<file path="src/rtl/mem_arbiter_ctrl.sv">
// ---------------------------------------------------------------------------
// mem_arbiter_ctrl
//   Arbitrates N_CH requesters (channel 0 = icache) onto a single byte-serial
//   RAM/IO bus. Reads of byte/half/word are assembled little-endian and
//   sign/zero extended; writes are serialised one byte per cycle. Reads from
//   FLUSH_MASK channels are dropped on clear_all, and IO-region writes stall
//   while the UART transmit buffer is full.
//
//   Build option: define MEMARB_RR_EN for round-robin arbitration; without it
//   the lowest-index eligible channel always wins.
//
// Ports:
//   clk_in, rst_in        clock, synchronous active-high reset
//   rdy_in                global enable, all state frozen while low
//   mem_din               read byte, valid the cycle after its address
//   mem_dout, mem_a,
//   mem_wr                write byte, byte address, write strobe
//   io_buffer_full        UART tx buffer full
//   clear_all             misprediction flush
//   req_valid/wr/width/
//   addr/wdata            per-channel request bundles (packed by channel)
//   req_ack               one-hot grant pulse
//   resp_valid, resp_data one-hot completion pulse and extended read data
//   busy                  transfer in progress
// ---------------------------------------------------------------------------
module mem_arbiter_ctrl #(
    parameter int              N_CH       = 2,
    parameter int              ADDR_W     = 18,
    parameter logic [N_CH-1:0] FLUSH_MASK = 2'b01
) (
    input  logic                 clk_in,
    input  logic                 rst_in,
    input  logic                 rdy_in,
    input  logic [7:0]           mem_din,
    output logic [7:0]           mem_dout,
    output logic [31:0]          mem_a,
    output logic                 mem_wr,
    input  logic                 io_buffer_full,
    input  logic                 clear_all,
    input  logic [N_CH-1:0]      req_valid,
    input  logic [N_CH-1:0]      req_wr,
    input  logic [3*N_CH-1:0]    req_width,
    input  logic [32*N_CH-1:0]   req_addr,
    input  logic [32*N_CH-1:0]   req_wdata,
    output logic [N_CH-1:0]      req_ack,
    output logic [N_CH-1:0]      resp_valid,
    output logic [31:0]          resp_data,
    output logic                 busy
);

    localparam int CH_W = (N_CH > 1) ? $clog2(N_CH) : 1;

    typedef enum logic [1:0] {S_IDLE, S_READ, S_WRITE} state_t;

    state_t            state;
    logic [CH_W-1:0]   owner;
    logic [2:0]        op_wid;
    logic              op_io;
    logic [2:0]        cnt;
    logic [31:0]       rbuf;
    logic [23:0]       wbuf;
    logic [ADDR_W-1:0] addr_q;
`ifdef MEMARB_RR_EN
    logic [CH_W-1:0]   rr_ptr;
    logic [CH_W:0]     rr_idx;
`endif

    logic [N_CH-1:0]   eligible;
    logic              grant_found;
    logic [CH_W-1:0]   grant_idx;
    logic              sel_wr;
    logic              sel_io;
    logic [2:0]        sel_wid;
    logic [ADDR_W-1:0] sel_addr;
    logic [31:0]       sel_wdata;
    logic [2:0]        nbytes;
    logic [31:0]       assembled;
    logic [31:0]       extended;
    logic              flush_hit;
    logic              unused_addr_hi;

    assign mem_a = {{(32-ADDR_W){1'b0}}, addr_q};

    // Eligible set: IO-region writes wait out a full UART buffer, flushable
    // channels sit out any cycle with clear_all asserted.
    always_comb begin
        eligible = '0;
        for (int unsigned i = 0; i < N_CH; i++) begin
            eligible[i] = req_valid[i];
            if (req_wr[i] && io_buffer_full && (req_addr[32*i+16 +: 2] == 2'b11))
                eligible[i] = 1'b0;
            if (clear_all && FLUSH_MASK[i])
                eligible[i] = 1'b0;
        end
    end

    always_comb begin
        grant_found = 1'b0;
        grant_idx   = '0;
`ifdef MEMARB_RR_EN
        rr_idx = '0;
        for (int unsigned off = 0; off < N_CH; off++) begin
            rr_idx = {1'b0, rr_ptr} + (CH_W+1)'(off);
            if (rr_idx >= (CH_W+1)'(N_CH))
                rr_idx = rr_idx - (CH_W+1)'(N_CH);
            if (!grant_found && eligible[rr_idx[CH_W-1:0]]) begin
                grant_found = 1'b1;
                grant_idx   = rr_idx[CH_W-1:0];
            end
        end
`else
        for (int unsigned i = 0; i < N_CH; i++) begin
            if (!grant_found && eligible[i]) begin
                grant_found = 1'b1;
                grant_idx   = CH_W'(i);
            end
        end
`endif
    end

    always_comb begin
        sel_wr    = 1'b0;
        sel_io    = 1'b0;
        sel_wid   = '0;
        sel_addr  = '0;
        sel_wdata = '0;
        for (int unsigned i = 0; i < N_CH; i++) begin
            if (CH_W'(i) == grant_idx) begin
                sel_wr    = req_wr[i];
                sel_io    = (req_addr[32*i+16 +: 2] == 2'b11);
                sel_wid   = req_width[3*i +: 3];
                sel_addr  = req_addr[32*i +: ADDR_W];
                sel_wdata = req_wdata[32*i +: 32];
            end
        end
    end

    // Address bits above ADDR_W never reach the bus.
    always_comb begin
        unused_addr_hi = 1'b0;
        for (int unsigned i = 0; i < N_CH; i++)
            unused_addr_hi = unused_addr_hi ^ (^req_addr[32*i+ADDR_W +: 32-ADDR_W]);
    end

    always_comb begin
        case (op_wid[1:0])
            2'b00:   nbytes = 3'd1;
            2'b01:   nbytes = 3'd2;
            default: nbytes = 3'd4;
        endcase
    end

    // At READ edge with count c, mem_din holds byte c-1 (address issued two
    // edges earlier), so the final byte is merged in the same edge as resp.
    always_comb begin
        assembled = rbuf;
        case (cnt)
            3'd1:    assembled[7:0]   = mem_din;
            3'd2:    assembled[15:8]  = mem_din;
            3'd3:    assembled[23:16] = mem_din;
            3'd4:    assembled[31:24] = mem_din;
            default: ;
        endcase
    end

    always_comb begin
        case (op_wid)
            3'b000:  extended = {{24{assembled[7]}}, assembled[7:0]};
            3'b100:  extended = {24'h0, assembled[7:0]};
            3'b001:  extended = {{16{assembled[15]}}, assembled[15:0]};
            3'b101:  extended = {16'h0, assembled[15:0]};
            default: extended = assembled;
        endcase
    end

    assign flush_hit = clear_all && FLUSH_MASK[owner];

    always_ff @(posedge clk_in) begin
        if (rst_in) begin
            state      <= S_IDLE;
            owner      <= '0;
            op_wid     <= '0;
            op_io      <= 1'b0;
            cnt        <= '0;
            rbuf       <= '0;
            wbuf       <= '0;
            addr_q     <= '0;
            mem_dout   <= '0;
            mem_wr     <= 1'b0;
            req_ack    <= '0;
            resp_valid <= '0;
            resp_data  <= '0;
            busy       <= 1'b0;
`ifdef MEMARB_RR_EN
            rr_ptr     <= '0;
`endif
        end else if (rdy_in) begin
            req_ack    <= '0;
            resp_valid <= '0;
            case (state)
                S_IDLE: begin
                    if (grant_found) begin
                        owner              <= grant_idx;
                        op_wid             <= sel_wid;
                        cnt                <= '0;
                        rbuf               <= '0;
                        addr_q             <= sel_addr;
                        busy               <= 1'b1;
                        req_ack[grant_idx] <= 1'b1;
`ifdef MEMARB_RR_EN
                        if (grant_idx == CH_W'(N_CH - 1))
                            rr_ptr <= '0;
                        else
                            rr_ptr <= grant_idx + 1'b1;
`endif
                        if (sel_wr) begin
                            state    <= S_WRITE;
                            op_io    <= sel_io;
                            mem_dout <= sel_wdata[7:0];
                            wbuf     <= sel_wdata[31:8];
                            mem_wr   <= 1'b1;
                        end else begin
                            state  <= S_READ;
                            op_io  <= 1'b0;
                            mem_wr <= 1'b0;
                        end
                    end
                end
                S_READ: begin
                    if (flush_hit) begin
                        state  <= S_IDLE;
                        busy   <= 1'b0;
                        mem_wr <= 1'b0;
                    end else if (cnt == nbytes) begin
                        resp_valid[owner] <= 1'b1;
                        resp_data         <= extended;
                        state             <= S_IDLE;
                        busy              <= 1'b0;
                    end else begin
                        cnt  <= cnt + 3'd1;
                        rbuf <= assembled;
                        if ((cnt + 3'd1) < nbytes)
                            addr_q <= addr_q + 1'b1;
                    end
                end
                S_WRITE: begin
                    // cnt only advances when a byte is actually issued, so
                    // reaching n-1 means every byte has gone out.
                    if (cnt == nbytes - 3'd1) begin
                        mem_wr            <= 1'b0;
                        resp_valid[owner] <= 1'b1;
                        resp_data         <= '0;
                        state             <= S_IDLE;
                        busy              <= 1'b0;
                    end else if (op_io && io_buffer_full) begin
                        mem_wr <= 1'b0;
                    end else begin
                        cnt      <= cnt + 3'd1;
                        addr_q   <= addr_q + 1'b1;
                        mem_dout <= wbuf[7:0];
                        wbuf     <= {8'h00, wbuf[23:8]};
                        mem_wr   <= 1'b1;
                    end
                end
                default: begin
                    state <= S_IDLE;
                    busy  <= 1'b0;
                end
            endcase
        end
    end

endmodule

</file>
<file path="config.mk">
export PLATFORM = sky130hd
export DESIGN_NAME = mem_arbiter_ctrl
export DESIGN_NICKNAME = d
export VERILOG_FILES = /design/src/rtl/mem_arbiter_ctrl.sv
export SDC_FILE = /design/constraint.sdc
export NUM_CORES = 1
export LEC_CHECK = 0
export ABC_CLOCK_PERIOD_IN_PS = 3600
export CAP_MARGIN = 20
export CORE_MARGIN = 2
export CORE_UTILIZATION = 51
export DETAILED_ROUTE_END_ITERATION = 12
export PLACE_DENSITY = 0.95
export SLEW_MARGIN = 40
export SYNTH_ARGS = -nofsm -noshare
export SYNTH_HDL_FRONTEND = slang
export SYNTH_SLANG_ARGS = --single-unit
export TNS_END_PERCENT = 5
</file>
<file path="constraint.sdc">
create_clock -name clk_in -period 3.6 [get_ports clk_in]
set_input_delay 0.54 -clock clk_in [delete_from_list [all_inputs] [get_ports clk_in]]
set_output_delay 0.54 -clock clk_in [all_outputs]
set_load 0.01 [all_outputs]
</file>
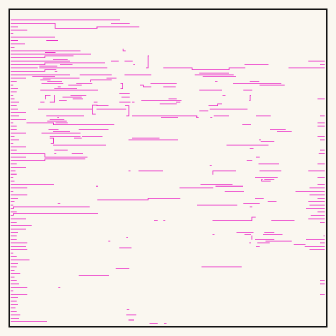
Fig. 1. The metal 3 layer.
The layer carries 1880 um of wire. The layer holds 8.5% of the routed length. The longest straight run is 43.0 um. The wires run mostly horizontal.

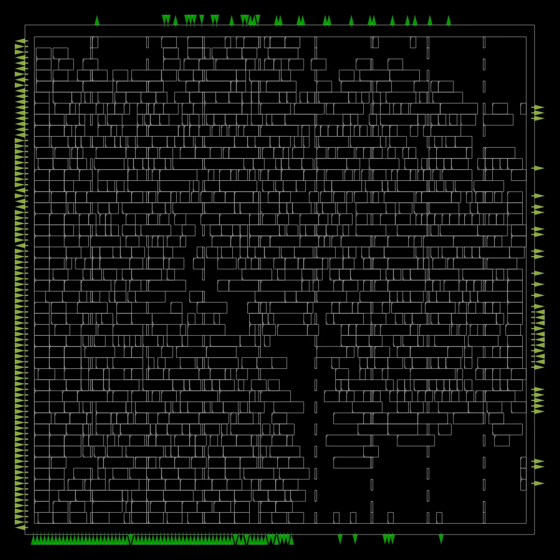
Fig. 2. Cell placement.
Flops: 130
Site Rows: 44
flop share of the area: 26.0%
Fillers: 1068
tap cells: 184

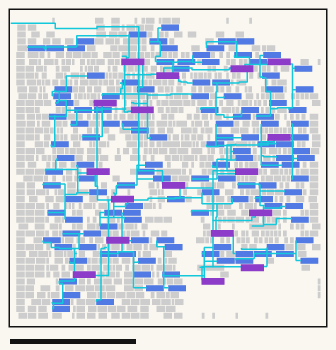
Fig. 3. Clock network drawn from the DEF.
Bar = 50 um.
clock wires: shown in cyan, length 1710 um. flip-flops: shown in blue, count 130. cells driving clock nets: shown in purple, count 17.
There are 18 routed clock nets. Position of the flops: all over the die.

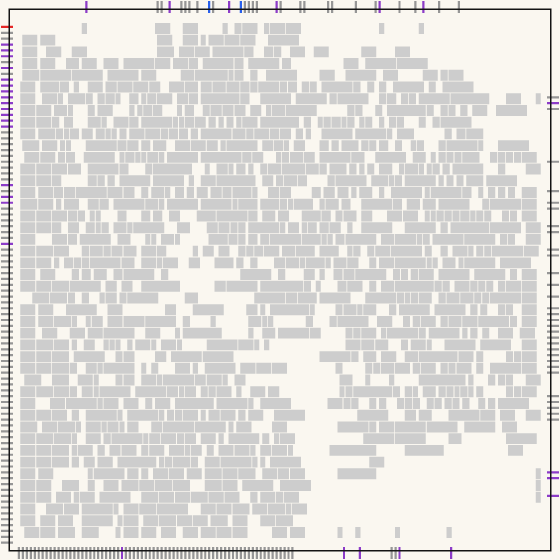
Fig. 4. I/O pins on the die edge.
Pins as bars across the die edge, other pins in gray.
busy: shown in red, pins 1, direction output, edge left. mem_a: shown in purple, pins 32, direction output, edge 17 left, 6 top, 5 bottom, 4 right. req_valid: shown in blue, pins 2, direction input, edge top.
All pins by edge: 89 left, 76 bottom, 34 right, 30 top.

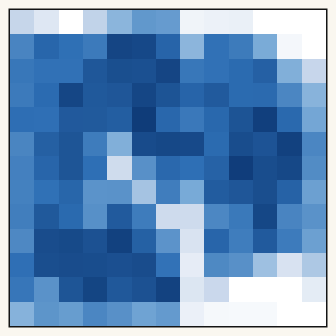
Fig. 5. Local utilization.
13 x 13 tiles, from white (low) to dark blue (high), 0 to 100% covered.
The emptiest ninth of the die: bottom right. The fullest tile reaches 95%. 5.9% of the tiles are nearly empty. The mean over all tiles is 62%.

## metrics by stage
step,instances,total power [mW],setup WS (ns)
final,1249,4.28,0.584
after global routing,1249,4.44,0.369
after CTS,1249,4.28,0.630
after detailed placement,1218,2.58,0.448
after global placement,1218,2.56,0.554
after floorplan,919,2.19,1.15
## cells in the mapped netlist (3+ instances only)
| cell | count | share of area [%] |
|---|---|---|
| buf_4 | 18 | 1.8 |
| dfxtp_1 | 130 | 35 |
| nor2_1 | 16 | 0.80 |
| buf_2 | 12 | 0.80 |
| inv_1 | 15 | 0.75 |
| and4_1 | 3 | 0.35 |
| a311oi_1 | 6 | 0.70 |
| nand3_1 | 29 | 1.9 |
| mux2_2 | 49 | 7.4 |
| o21ai_1 | 4 | 0.27 |
| a211oi_1 | 6 | 0.60 |
| o22ai_1 | 4 | 0.33 |
| a31o_2 | 3 | 0.35 |
| nand2_1 | 116 | 5.8 |
| o31ai_1 | 7 | 0.70 |
| or4_1 | 4 | 0.40 |
| nor2b_1 | 6 | 0.50 |
| o211ai_1 | 5 | 0.50 |
| and2_1 | 3 | 0.25 |
| nand2b_1 | 10 | 0.83 |
| a31oi_1 | 14 | 1.2 |
| a21oi_1 | 79 | 5.3 |
| o2111ai_1 | 4 | 0.47 |
| and3_1 | 8 | 0.67 |
| nand4_1 | 18 | 1.5 |
| a32o_1 | 4 | 0.53 |
| or3_1 | 4 | 0.33 |
| nor4_1 | 3 | 0.25 |
| nand4b_1 | 18 | 2.1 |
| a22o_1 | 9 | 1.1 |
| clkbuf_1 | 58 | 2.9 |
| nor3_1 | 6 | 0.40 |
| o21a_1 | 26 | 2.6 |
| o21ai_0 | 99 | 6.6 |
| mux2i_1 | 55 | 7.3 |
| o311ai_0 | 6 | 0.70 |
| ha_1 | 12 | 2.0 |
==> Changelog: implementation <==
### Implementation results

- Worst r2r src: cnt[0]$_SDFFE_PP0P_
- Init Core Util: 51.8%
- MUX share of area: 14.7%
- Max_cap viols: 0
- Die height: 125 um
- Ys Warns: 0
- Number of DRC markers in iteration 0: 691
- Top layer in use: met4
- Synth flops: 130
- Clock buffer count in the final layout: 22
- Sink Count: 130
- Maximum vdd drop: 0.000330 V
- Placeable Area: 14500 um2
- Top delay family on crit path: simple AND/OR/NAND/NOR gates
- Final core occ: 69.0%
- Outcome: finished, final reports clean
- Final Cycle Share: 83.8%
- Biggest regs: rbuf: 32 flops, resp_data: 32 flops, wbuf: 24 flops
- Hold slack final: 0.462 ns
- P_comb: 978 uW
- Layout cell share with drive strength beyond 1: 11.0%
- Cts hold-fix bufs: 0
- Startpoint types: flip-flop
- Combinational share of power: 22.8%
- Clock root cell: clkbuf_16
- AND/OR/NAND/NOR Cells, Area Fraction: 17.5%
- Grt met1 use: 32.6%
- Switching share of total power: 29.3%
- # resized after CTS: 0
- Comb_multi_in: 680
- Seq share, synth: 34.7%
- Setup violators final: 0
- Clock Path Buffers: 2
- Vias: 7661
- Net switching power figure: 1.26 mW
- Post-Synth AOI/OAI Area: 24.1%
- Routed wl met2: 10.9 mm
No activity file was given, so power comes from the tool's default toggle rates.
